File: src/rtl/axi_lite_cmd_master.sv
// -----------------------------------------------------------------------------
// axi_lite_cmd_master
//
// Single-outstanding AXI4-Lite master. It accepts read/write commands on a local
// valid/ready port, runs exactly one AXI4-Lite transaction per command, and
// returns the read data and RRESP/BRESP on a valid/ready response port.
// All AXI and response outputs are registered, so there is no combinational
// path from any input to any output.
//
// Optional feature: define AXIL_MASTER_TIMEOUT_EN to build the response
// watchdog. When it is undefined, no counter exists and timeout_err is tied to 0.
//
// Parameters:
//   ADDR_W   address width in bits
//   DATA_W   data width in bits (32 or 64)
//   TIMEOUT  watchdog limit in cycles (>= 1)
//
// Ports:
//   aclk, areset                  clock, synchronous active-high reset
//   cmd_valid/ready/write/addr/wdata/wstrb
//                                 local command port
//   rsp_valid/ready/write/data/resp
//                                 local response port
//   timeout_err                   sticky watchdog flag
//   m_axi_aw*, m_axi_w*, m_axi_b* AXI4-Lite write channels
//   m_axi_ar*, m_axi_r*           AXI4-Lite read channels
//
// State     | meaning
// ----------+---------------------------------------------------------------
// IDLE      | cmd_ready high, waiting for a command
// RADDR     | arvalid high, waiting for arready
// RDATA     | rready high, waiting for rvalid
// WRITE     | awvalid/wvalid issued together, waiting for both handshakes
// WRESP     | bready high, waiting for bvalid
// RSP       | rsp_valid high, fields held until rsp_ready
// -----------------------------------------------------------------------------
module axi_lite_cmd_master #(
    parameter int ADDR_W  = 12,
    parameter int DATA_W  = 32,
    parameter int TIMEOUT = 255
) (
    input  logic                  aclk,
    input  logic                  areset,

    input  logic                  cmd_valid,
    output logic                  cmd_ready,
    input  logic                  cmd_write,
    input  logic [ADDR_W-1:0]     cmd_addr,
    input  logic [DATA_W-1:0]     cmd_wdata,
    input  logic [DATA_W/8-1:0]   cmd_wstrb,

    output logic                  rsp_valid,
    input  logic                  rsp_ready,
    output logic                  rsp_write,
    output logic [DATA_W-1:0]     rsp_data,
    output logic [1:0]            rsp_resp,

    output logic                  timeout_err,

    output logic [ADDR_W-1:0]     m_axi_awaddr,
    output logic                  m_axi_awvalid,
    input  logic                  m_axi_awready,
    output logic [DATA_W-1:0]     m_axi_wdata,
    output logic [DATA_W/8-1:0]   m_axi_wstrb,
    output logic                  m_axi_wvalid,
    input  logic                  m_axi_wready,
    input  logic [1:0]            m_axi_bresp,
    input  logic                  m_axi_bvalid,
    output logic                  m_axi_bready,
    output logic [ADDR_W-1:0]     m_axi_araddr,
    output logic                  m_axi_arvalid,
    input  logic                  m_axi_arready,
    input  logic [DATA_W-1:0]     m_axi_rdata,
    input  logic [1:0]            m_axi_rresp,
    input  logic                  m_axi_rvalid,
    output logic                  m_axi_rready
);

    localparam logic [2:0] ST_IDLE  = 3'd0;
    localparam logic [2:0] ST_RADDR = 3'd1;
    localparam logic [2:0] ST_RDATA = 3'd2;
    localparam logic [2:0] ST_WRITE = 3'd3;
    localparam logic [2:0] ST_WRESP = 3'd4;
    localparam logic [2:0] ST_RSP   = 3'd5;

    generate
        if (DATA_W != 32 && DATA_W != 64) begin : g_bad_data_w
            $error("axi_lite_cmd_master: DATA_W must be 32 or 64");
        end
        if (TIMEOUT < 1) begin : g_bad_timeout
            $error("axi_lite_cmd_master: TIMEOUT must be at least 1");
        end
    endgenerate

    logic [2:0] state;
    logic       aw_done;
    logic       w_done;
    logic       cmd_hs;
    logic       aw_hs;
    logic       w_hs;

    // cmd_ready is only ever high in IDLE, so it alone qualifies the handshake.
    assign cmd_hs = cmd_valid && cmd_ready;
    assign aw_hs  = m_axi_awvalid && m_axi_awready;
    assign w_hs   = m_axi_wvalid && m_axi_wready;

    always_ff @(posedge aclk) begin
        if (areset) begin
            state         <= ST_IDLE;
            cmd_ready     <= 1'b0;
            aw_done       <= 1'b0;
            w_done        <= 1'b0;
            m_axi_awaddr  <= '0;
            m_axi_awvalid <= 1'b0;
            m_axi_wdata   <= '0;
            m_axi_wstrb   <= '0;
            m_axi_wvalid  <= 1'b0;
            m_axi_bready  <= 1'b0;
            m_axi_araddr  <= '0;
            m_axi_arvalid <= 1'b0;
            m_axi_rready  <= 1'b0;
            rsp_valid     <= 1'b0;
            rsp_write     <= 1'b0;
            rsp_data      <= '0;
            rsp_resp      <= 2'b00;
        end else begin
            case (state)
                ST_IDLE: begin
                    // Comes up one cycle after reset release.
                    cmd_ready <= 1'b1;
                    if (cmd_hs) begin
                        cmd_ready <= 1'b0;
                        if (cmd_write) begin
                            m_axi_awaddr  <= cmd_addr;
                            m_axi_wdata   <= cmd_wdata;
                            m_axi_wstrb   <= cmd_wstrb;
                            m_axi_awvalid <= 1'b1;
                            m_axi_wvalid  <= 1'b1;
                            aw_done       <= 1'b0;
                            w_done        <= 1'b0;
                            state         <= ST_WRITE;
                        end else begin
                            m_axi_araddr  <= cmd_addr;
                            m_axi_arvalid <= 1'b1;
                            state         <= ST_RADDR;
                        end
                    end
                end

                ST_RADDR: begin
                    if (m_axi_arready) begin
                        m_axi_arvalid <= 1'b0;
                        m_axi_rready  <= 1'b1;
                        state         <= ST_RDATA;
                    end
                end

                ST_RDATA: begin
                    if (m_axi_rvalid) begin
                        m_axi_rready <= 1'b0;
                        rsp_data     <= m_axi_rdata;
                        rsp_resp     <= m_axi_rresp;
                        rsp_write    <= 1'b0;
                        rsp_valid    <= 1'b1;
                        state        <= ST_RSP;
                    end
                end

                ST_WRITE: begin
                    // AW and W complete independently; each valid drops right
                    // after its own handshake, the other keeps waiting.
                    if (aw_hs) begin
                        m_axi_awvalid <= 1'b0;
                        aw_done       <= 1'b1;
                    end
                    if (w_hs) begin
                        m_axi_wvalid <= 1'b0;
                        w_done       <= 1'b1;
                    end
                    if ((aw_done || aw_hs) && (w_done || w_hs)) begin
                        m_axi_bready <= 1'b1;
                        state        <= ST_WRESP;
                    end
                end

                ST_WRESP: begin
                    if (m_axi_bvalid) begin
                        m_axi_bready <= 1'b0;
                        rsp_data     <= '0;
                        rsp_resp     <= m_axi_bresp;
                        rsp_write    <= 1'b1;
                        rsp_valid    <= 1'b1;
                        state        <= ST_RSP;
                    end
                end

                ST_RSP: begin
                    if (rsp_ready) begin
                        rsp_valid <= 1'b0;
                        cmd_ready <= 1'b1;
                        state     <= ST_IDLE;
                    end
                end

                default: begin
                    state     <= ST_IDLE;
                    cmd_ready <= 1'b0;
                end
            endcase
        end
    end

`ifdef AXIL_MASTER_TIMEOUT_EN
    localparam int CNT_W = $clog2(TIMEOUT + 1);

    logic [CNT_W-1:0] wd_cnt;
    logic             busy;

    assign busy = (state == ST_RADDR) || (state == ST_RDATA) ||
                  (state == ST_WRITE) || (state == ST_WRESP);

    // Counter saturates at TIMEOUT; the flag is only reporting, the
    // transaction itself keeps waiting on the slave.
    always_ff @(posedge aclk) begin
        if (areset) begin
            wd_cnt      <= '0;
            timeout_err <= 1'b0;
        end else if (cmd_hs) begin
            wd_cnt <= '0;
        end else if (busy) begin
            if (wd_cnt != CNT_W'(TIMEOUT)) begin
                wd_cnt <= wd_cnt + 1'b1;
            end
            if (wd_cnt == CNT_W'(TIMEOUT - 1)) begin
                timeout_err <= 1'b1;
            end
        end
    end
`else
    assign timeout_err = 1'b0;
`endif

endmodule

File: config.mk
export PLATFORM = sky130hd
export DESIGN_NAME = axi_lite_cmd_master
export DESIGN_NICKNAME = d
export VERILOG_FILES = /design/src/rtl/axi_lite_cmd_master.sv
export SDC_FILE = /design/constraint.sdc
export NUM_CORES = 1
export LEC_CHECK = 0
export CORE_MARGIN = 2
export CORE_UTILIZATION = 36
export DETAILED_ROUTE_END_ITERATION = 8
export HOLD_SLACK_MARGIN = 0.15
export PLACE_DENSITY_LB_ADDON = 0.3
export SLEW_MARGIN = 20
export SYNTH_ARGS = -nofsm -noshare
export SYNTH_HDL_FRONTEND = slang
export SYNTH_SLANG_ARGS = --single-unit
export TNS_END_PERCENT = 100
File: constraint.sdc
create_clock -name aclk -period 3.5 [get_ports aclk]
set_input_delay 0.7 -clock aclk [delete_from_list [all_inputs] [get_ports aclk]]
set_output_delay 0.7 -clock aclk [all_outputs]
set_load 0.005 [all_outputs]
power_grid.png
The bar under the picture is 20 um long. Pins as bars on the die edge.
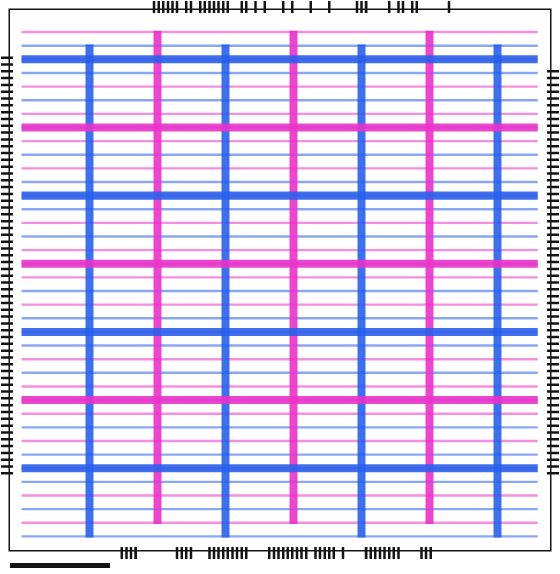
VSS: shown in blue. VDD: shown in magenta.
The core has 37 rows. 197 signal pins sit on the boundary.
Die W: 107.8 um
maximum vdd ir drop: 315.3 uV
Die Y: 107.8 um
Placeable Area: 10370 sq um

placement_by_type.png
The bar under the picture is 20 um long.
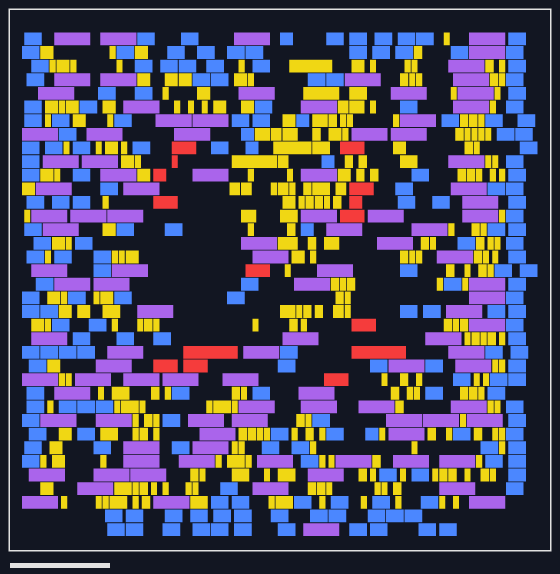
other buffers and delay cells: shown in blue, cells 201, share of their area 33%. combinational and other logic: shown in yellow, cells 304, share of their area 27%. clock drivers and dummy loads: shown in red, cells 15, share of their area 3.6%. flops: shown in purple, cells 107, share of their area 36%.
flop share of the area: 0.3490
Non-Filler Cell Area, Final: 6137 sq um
Cell Rows: 37
final standard cell utilization of the core: 0.5918

clk_routes.png
The bar under the picture is 20 um long.
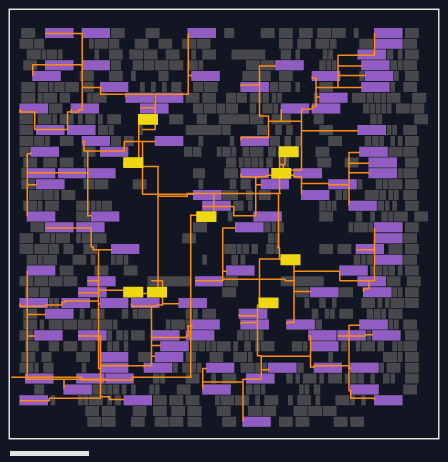
clock wires: shown in orange, length 1220 um. clock drivers: shown in yellow, count 9. flip-flops: shown in purple, count 107.
Position of the flops: widely spread. There are 10 routed clock nets.
Latency at later pin: 0.35 ns
part of the total power dissipated in the clock network: 0.265
power consumed by the clock network: 0.818 mW
worst clock skew: 0.01056 ns

wires.png
Two of the layers only.
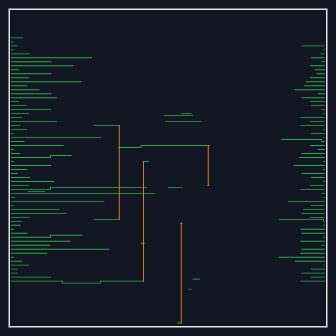
metal 4: shown in orange, wire length 120 um. metal 3: shown in green, wire length 1110 um.
total wirelength of the detailed-routed design: 10980 um
wire per inst: 14.38 um

placement.png
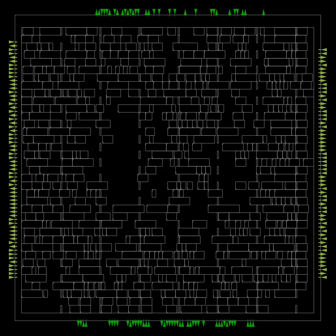
fill cell count: 926
count of inserted tapcells: 136
count of sequential standard cells: 107
post-route non-filler standard cell count: 763

[layout make-up]
type                    instances  area, sq um
flip-flops and latches        107         2142
inverters                       2        7.507
clock buffers                  11        141.4
fillers                       926         4233
clock inverters                 4        75.07
repair buffers                201         1994
well taps                     136        170.2
multi-input cells             302         1607
[path summary, 6_finish.rpt]
| kind | start | to | slack (ns) | cells past startpoint |
|---|---|---|---|---|
| worst max-delay path | cmd_valid | w_done$_SDFFE_PP0P_ | 1.14 | 6 |
| worst min register to register | aw_done$_SDFFE_PP0P_ | aw_done$_SDFFE_PP0P_ | 0.46 | 2 |
| worst max register to register | state[2]$_SDFFE_PP0P_ | rsp_data[23]$_SDFFE_PP0P_ | 1.28 | 5 |
| worst min-delay path | aw_done$_SDFFE_PP0P_ | aw_done$_SDFFE_PP0P_ | 0.46 | 2 |
[state kept, by name, indices dropped and copies added, names as in the netlist, 2 cells and up]
register	cells
m_axi_wstrb	4
m_axi_araddr	12
rsp_resp	2
rsp_data	32
state	3
m_axi_awaddr	12
m_axi_wdata	32
[metal layers]
layer | part of all wire | vias to the layer above | routed length [um]
li1 | - | 1852 | -
met1 | 0.41 | 1748 | 4528
met2 | 0.48 | 150 | 5215
met3 | 0.10 | 9 | 1111
met4 | 0.011 | 0 | 120
met5 | 0 | - | 0
[worst max-delay path, cell delays in order]
cell	delay, ns
sky130_fd_sc_hd__clkdlybuf4s50_1	0.50
sky130_fd_sc_hd__nand3b_4	0.13
sky130_fd_sc_hd__or4b_2	0.64
sky130_fd_sc_hd__buf_4	0.30
sky130_fd_sc_hd__a32oi_1	0.23
sky130_fd_sc_hd__nor2_1	0.05
[power breakdown]
part	leakage, nW	switching, mW	internal (mW)
logic	1.13	0.357	0.453
clock network	0.102	0.398	0.420
registers	0.866	0.122	1.34
total	2.10	0.877	2.21
==> metrics.csv <==
metric;value;unit
detail_route.iter0.violations;148;
setup-tns-final;0;ns
place.detailed.instances;748;
ctsRootBufferMaster;sky130_fd_sc_hd__clkbuf_8;
post-route-period-util;0.6750;
antenna_violating_nets_post_route;0;
cap_viol_max_count;0;
worst_setup_path_start_kind;primary input;
worst-setup-path-type;primary input to flop;
synth-main-ff-cell;sky130_fd_sc_hd__dfxtp_1;
cts_setup_buffers;0;
worst_hold_slack;0.4558;ns
area.growth.synth_to_final;58.33;%
ys_sh_aoi;0.1653;
core_util_floorplan;0.3738;
placement.setup.worst_slack;0.7516;ns
run_status;finished, final reports clean;
global_route.usage.total;0.1821;
hold_path.class;flop to flop;
buffer_ports.inserted;195;
Power is estimated from default activity; no workload was simulated.
